===== src/rtl/loader_pkg.sv =====
// Shared definitions for the instruction loader.
// Holds the loader FSM state encoding, the default program length limit and
// the byte index of the last byte within an instruction word.
package loader_pkg;

  typedef enum logic [2:0] {
    StLenHi,
    StLenLo,
    StData,
    StCsum,
    StDone,
    StError
  } loader_state_e;

  localparam int unsigned DefaultMaxWords = 1024;

  // Byte counter value at which a word is complete (bytes 0..3).
  localparam logic [1:0] LastByteIdx = 2'd3;

endpackage


===== src/rtl/word_assembler.sv =====
// Collects four big-endian bytes into one 32-bit instruction word.
// Ports:
//   clk_i        - clock
//   rst_i        - synchronous active-high reset
//   byte_en_i    - a data byte is accepted this cycle
//   byte_i       - the data byte
//   cnt_o        - index (0..3) of the next byte within the current word
//   word_valid_o - one-cycle pulse, the cycle after the 4th byte is accepted
//   word_o       - the assembled word, first byte in [31:24]
module word_assembler
  import loader_pkg::*;
(
  input  logic        clk_i,
  input  logic        rst_i,
  input  logic        byte_en_i,
  input  logic [7:0]  byte_i,
  output logic [1:0]  cnt_o,
  output logic        word_valid_o,
  output logic [31:0] word_o
);

  logic [23:0] shift_q, shift_d;
  logic [1:0]  cnt_q, cnt_d;
  logic [31:0] word_q, word_d;
  logic        valid_q, valid_d;

  always_comb begin
    shift_d = shift_q;
    cnt_d   = cnt_q;
    word_d  = word_q;
    valid_d = 1'b0;
    if (byte_en_i) begin
      shift_d = {shift_q[15:0], byte_i};
      cnt_d   = cnt_q + 2'd1;
      if (cnt_q == LastByteIdx) begin
        word_d  = {shift_q, byte_i};
        valid_d = 1'b1;
      end
    end
  end

  always_ff @(posedge clk_i) begin
    if (rst_i) begin
      shift_q <= '0;
      cnt_q   <= '0;
      word_q  <= '0;
      valid_q <= 1'b0;
    end else begin
      shift_q <= shift_d;
      cnt_q   <= cnt_d;
      word_q  <= word_d;
      valid_q <= valid_d;
    end
  end

  assign cnt_o        = cnt_q;
  assign word_valid_o = valid_q;
  assign word_o       = word_q;

endmodule


===== src/rtl/inst_loader.sv =====
// Boot-time instruction loader: parses a host byte stream
// (LEN_HI, LEN_LO, 4*N data bytes, CSUM) and writes the words to
// instruction memory while holding the CPU in reset.
// Ports:
//   clk_i, rst_i   - clock, synchronous active-high reset
//   byte_valid_i   - host offers byte_data_i
//   byte_data_i    - host byte stream
//   byte_ready_o   - loader accepts a byte
//   imem_we_o      - one-cycle instruction memory write strobe
//   imem_addr_o    - word-aligned byte address of the write
//   imem_wdata_o   - instruction word of the write
//   cpu_hold_o     - CPU held in reset while high
//   done_o         - load completed with a good checksum
//   error_o        - load aborted
module inst_loader
  import loader_pkg::*;
#(
  parameter logic [31:0] BASE_ADDR = 32'h0000_0000,
  parameter int unsigned MAX_WORDS = DefaultMaxWords
) (
  input  logic        clk_i,
  input  logic        rst_i,
  input  logic        byte_valid_i,
  input  logic [7:0]  byte_data_i,
  output logic        byte_ready_o,
  output logic        imem_we_o,
  output logic [31:0] imem_addr_o,
  output logic [31:0] imem_wdata_o,
  output logic        cpu_hold_o,
  output logic        done_o,
  output logic        error_o
);

  loader_state_e state_q, state_d;
  logic [7:0]    len_hi_q, len_hi_d;
  logic [15:0]   len_q, len_d;
  logic [15:0]   word_cnt_q, word_cnt_d;
  logic [7:0]    csum_q, csum_d;
  logic [31:0]   addr_q, addr_d;

  logic          accept;
  logic          data_en;
  logic [15:0]   len_rx;
  logic [1:0]    asm_cnt;
  logic          asm_valid;
  logic [31:0]   asm_word;

  assign accept  = byte_valid_i & byte_ready_o;
  assign data_en = accept & (state_q == StData);
  assign len_rx  = {len_hi_q, byte_data_i};

  word_assembler u_word_assembler (
    .clk_i        (clk_i),
    .rst_i        (rst_i),
    .byte_en_i    (data_en),
    .byte_i       (byte_data_i),
    .cnt_o        (asm_cnt),
    .word_valid_o (asm_valid),
    .word_o       (asm_word)
  );

  always_comb begin
    state_d    = state_q;
    len_hi_d   = len_hi_q;
    len_d      = len_q;
    word_cnt_d = word_cnt_q;
    csum_d     = csum_q;
    addr_d     = addr_q;
    unique case (state_q)
      StLenHi: begin
        if (accept) begin
          len_hi_d = byte_data_i;
          state_d  = StLenLo;
        end
      end
      StLenLo: begin
        if (accept) begin
          len_d = len_rx;
          if (len_rx == 16'd0) begin
            state_d = StCsum;
          end else if (32'(len_rx) > 32'(MAX_WORDS)) begin
            state_d = StError;
          end else begin
            state_d = StData;
          end
        end
      end
      StData: begin
        if (accept) begin
          csum_d = csum_q ^ byte_data_i;
          if (asm_cnt == LastByteIdx) begin
            // Address is registered alongside the assembled word so both
            // appear in the write cycle.
            addr_d     = BASE_ADDR + {14'd0, word_cnt_q, 2'b00};
            word_cnt_d = word_cnt_q + 16'd1;
            if (word_cnt_q == len_q - 16'd1) begin
              state_d = StCsum;
            end
          end
        end
      end
      StCsum: begin
        if (accept) begin
          state_d = (byte_data_i == csum_q) ? StDone : StError;
        end
      end
      StDone, StError: begin
        state_d = state_q;
      end
      default: state_d = StError;
    endcase
  end

  always_ff @(posedge clk_i) begin
    if (rst_i) begin
      state_q    <= StLenHi;
      len_hi_q   <= '0;
      len_q      <= '0;
      word_cnt_q <= '0;
      csum_q     <= '0;
      addr_q     <= '0;
    end else begin
      state_q    <= state_d;
      len_hi_q   <= len_hi_d;
      len_q      <= len_d;
      word_cnt_q <= word_cnt_d;
      csum_q     <= csum_d;
      addr_q     <= addr_d;
    end
  end

  // Outputs are forced to their idle values while reset is asserted so the
  // reset cycle itself shows no ready, no write and a held CPU.
  always_comb begin
    byte_ready_o = 1'b0;
    cpu_hold_o   = 1'b1;
    done_o       = 1'b0;
    error_o      = 1'b0;
    if (!rst_i) begin
      unique case (state_q)
        StLenHi, StLenLo, StData, StCsum: byte_ready_o = 1'b1;
        StDone: begin
          done_o     = 1'b1;
          cpu_hold_o = 1'b0;
        end
        StError: error_o = 1'b1;
        default: error_o = 1'b1;
      endcase
    end
  end

  assign imem_we_o    = asm_valid & ~rst_i;
  assign imem_addr_o  = rst_i ? 32'd0 : addr_q;
  assign imem_wdata_o = rst_i ? 32'd0 : asm_word;

endmodule

===== config.mk =====
export PLATFORM = sky130hd
export DESIGN_NAME = inst_loader
export DESIGN_NICKNAME = d
export VERILOG_FILES = /design/src/rtl/loader_pkg.sv /design/src/rtl/word_assembler.sv /design/src/rtl/inst_loader.sv
export SDC_FILE = /design/constraint.sdc
export NUM_CORES = 1
export LEC_CHECK = 0
export CAP_MARGIN = 30
export CELL_PAD_IN_SITES_DETAIL_PLACEMENT = 0
export CELL_PAD_IN_SITES_GLOBAL_PLACEMENT = 1
export CORE_ASPECT_RATIO = 1.2
export CORE_MARGIN = 3
export CORE_UTILIZATION = 41
export DETAILED_ROUTE_END_ITERATION = 10
export PLACE_DENSITY = 0.81
export RECOVER_POWER = 100
export SYNTH_ARGS = -nofsm -noshare
export SYNTH_HDL_FRONTEND = slang
export SYNTH_SLANG_ARGS = --single-unit

===== constraint.sdc =====
create_clock -name clk_i -period 2.9 [get_ports clk_i]
set_input_delay 0.87 -clock clk_i [delete_from_list [all_inputs] [get_ports clk_i]]
set_output_delay 0.87 -clock clk_i [all_outputs]
set_load 0.005 [all_outputs]

==> Slide: Implementation Results <==
Flow Results at a Glance

Die
  – Core ar.: 0.0132 mm2
  – I/O pin cnt: 80
  – Num rows: 46

Cells and area
  – Final cell count without fillers: 915
  – Diodes inserted: 0
  – Buffers outside the clock class: 90
  – Finished Core Util: 53.7%
  – Synthesis-to-layout area growth: 27.5%
  – Flops: 126
  – Seq/total area: 35.5%
  – Layout cells sized above 1: 16.3%

Power and ir drop
  – Maximum vdd drop: 0.414 mV
  – Leakage: 0.00272 uW
  – Max power group: clock

Detailed routing
  – Detailed Routing Iterations Pass 1: 5
  – Iter 0 DRT Violations: 174

Clocking
  – CTS Hold Buffers Added: 0
  – H-tree levels: 4
  – Post-CTS Setup Bufs: 0
  – Clk buf depth: 2
  – # resized after CTS: 11
  – CTS buffer count: 17
  – # clock sinks: 126

Place
  – Buffers on Ports: 63
  – GPL Wtd Cong: 0.853

Timing
  – Fmax: 347 MHz
  – Finish-stage setup viols: 0

Outcome
  – Outcome: completed

Synth
  – Largest area contributor in the netlist: dfxtp_1
  – Top cells by count, synth: nand2_1 (151), dfxtp_1 (126), a21oi_1 (67)
  – Most frequent cell after synthesis: nand2_1
  – Seq share, synth: 45.3%
  – Yosys stat area: 0.00557 mm2

Job
  – Log Warnings: 28

GRT
  – First-pass GRT wire length: 21.7 mm
==> logic make-up (layout without fill, tap and decap cells) <==
| family | after synthesis | after routing | synth area share, % |
|---|---|---|---|
| XOR/XNOR | 47 | 47 | 7.38 |
| AND-OR/OR-AND | 85 | 85 | 8.19 |
| flip-flops | 126 | 126 | 45.3 |
| multiplexers | 34 | 34 | 6.73 |
| AND/OR/NAND/NOR | 310 | 310 | 26.5 |
| buffers and inverters | 58 | 126 | 5.21 |
| adder cells (fa/ha/maj) | 3 | 3 | 0.673 |
| other | 1 | 16 | 0.0673 |
==> final timing paths <==
| kind | to | depth (start not counted) | start | slack, ns |
|---|---|---|---|---|
| worst max register to register | state_q[0]$_SDFFE_PP0P_ | 9 | len_q[0]$_SDFFE_PP0P_ | 0.57 |
| worst max-delay path | imem_wdata_o[12] | 5 | rst_i | 0.01 |
| worst min register to register | u_word_assembler.word_o[20]$_SDFFE_PP0P_ | 2 | u_word_assembler.word_o[20]$_SDFFE_PP0P_ | 0.46 |
| worst min-delay path | u_word_assembler.word_o[20]$_SDFFE_PP0P_ | 2 | u_word_assembler.word_o[20]$_SDFFE_PP0P_ | 0.46 |
==> flip-flops by register name, indices dropped and copies added, names as in the netlist <==
register	flops
u_word_assembler.word_o	32
word_cnt_q	16
u_word_assembler.shift_q	24
state_q	3
u_word_assembler.cnt_o	2
len_hi_q	8
addr_q	16
len_q	16
csum_q	8
u_word_assembler.word_valid_o	1
==> routing by layer <==
layer	GRT usage, %	wire, um	part of all wire, %	vias to the layer above
li1	-	-	-	2303
met1	21.2	5680	43	2136
met2	31.8	6870	52	83
met3	5.18	481	3.7	11
met4	5.21	124	0.94	0
met5	0	0	0	-
==> critical path: stages <==
cell and delay, ns:
buf_4 0.13, buf_4 0.16, buf_12 0.17, nor2b_1 0.15
clkdlybuf4s50_1 0.52
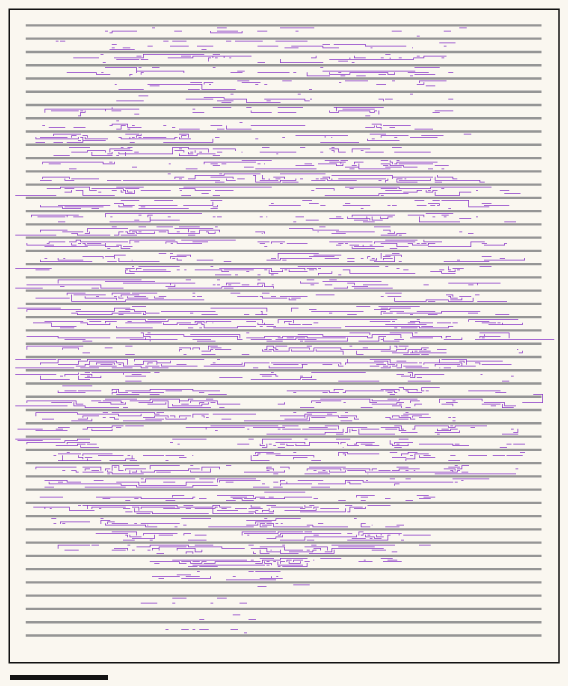
layer_met1.png
The bar under the picture is 20 um long. Supply wires on this layer in grey.
The wires run mostly horizontal. The layer carries 5680 um of wire.

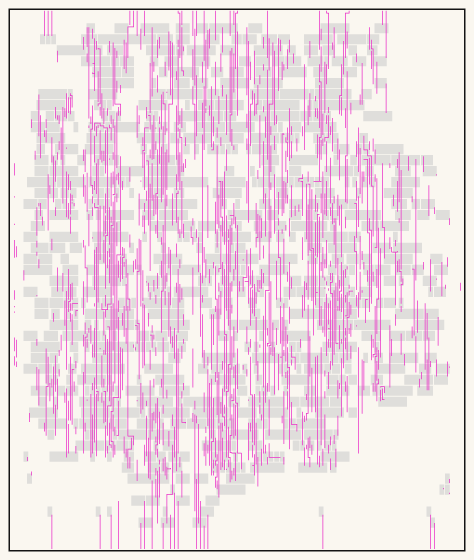
layer_met2.png
The layer carries 6870 um of wire. The layer holds 52% of the routed length. The wires run mostly vertical.

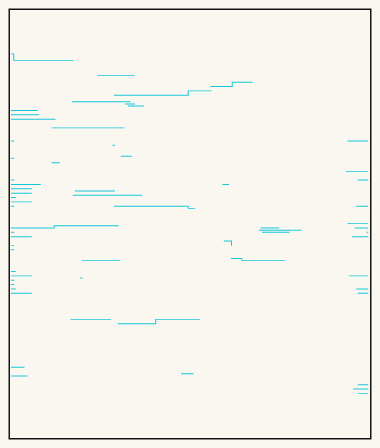
layer_met3.png
The wires run mostly horizontal. The layer holds 3.7% of the routed length. 50 nets have wire on it. The longest straight run is 23.0 um.

Power figures rest on the tool's default switching activity, not on a simulated workload.
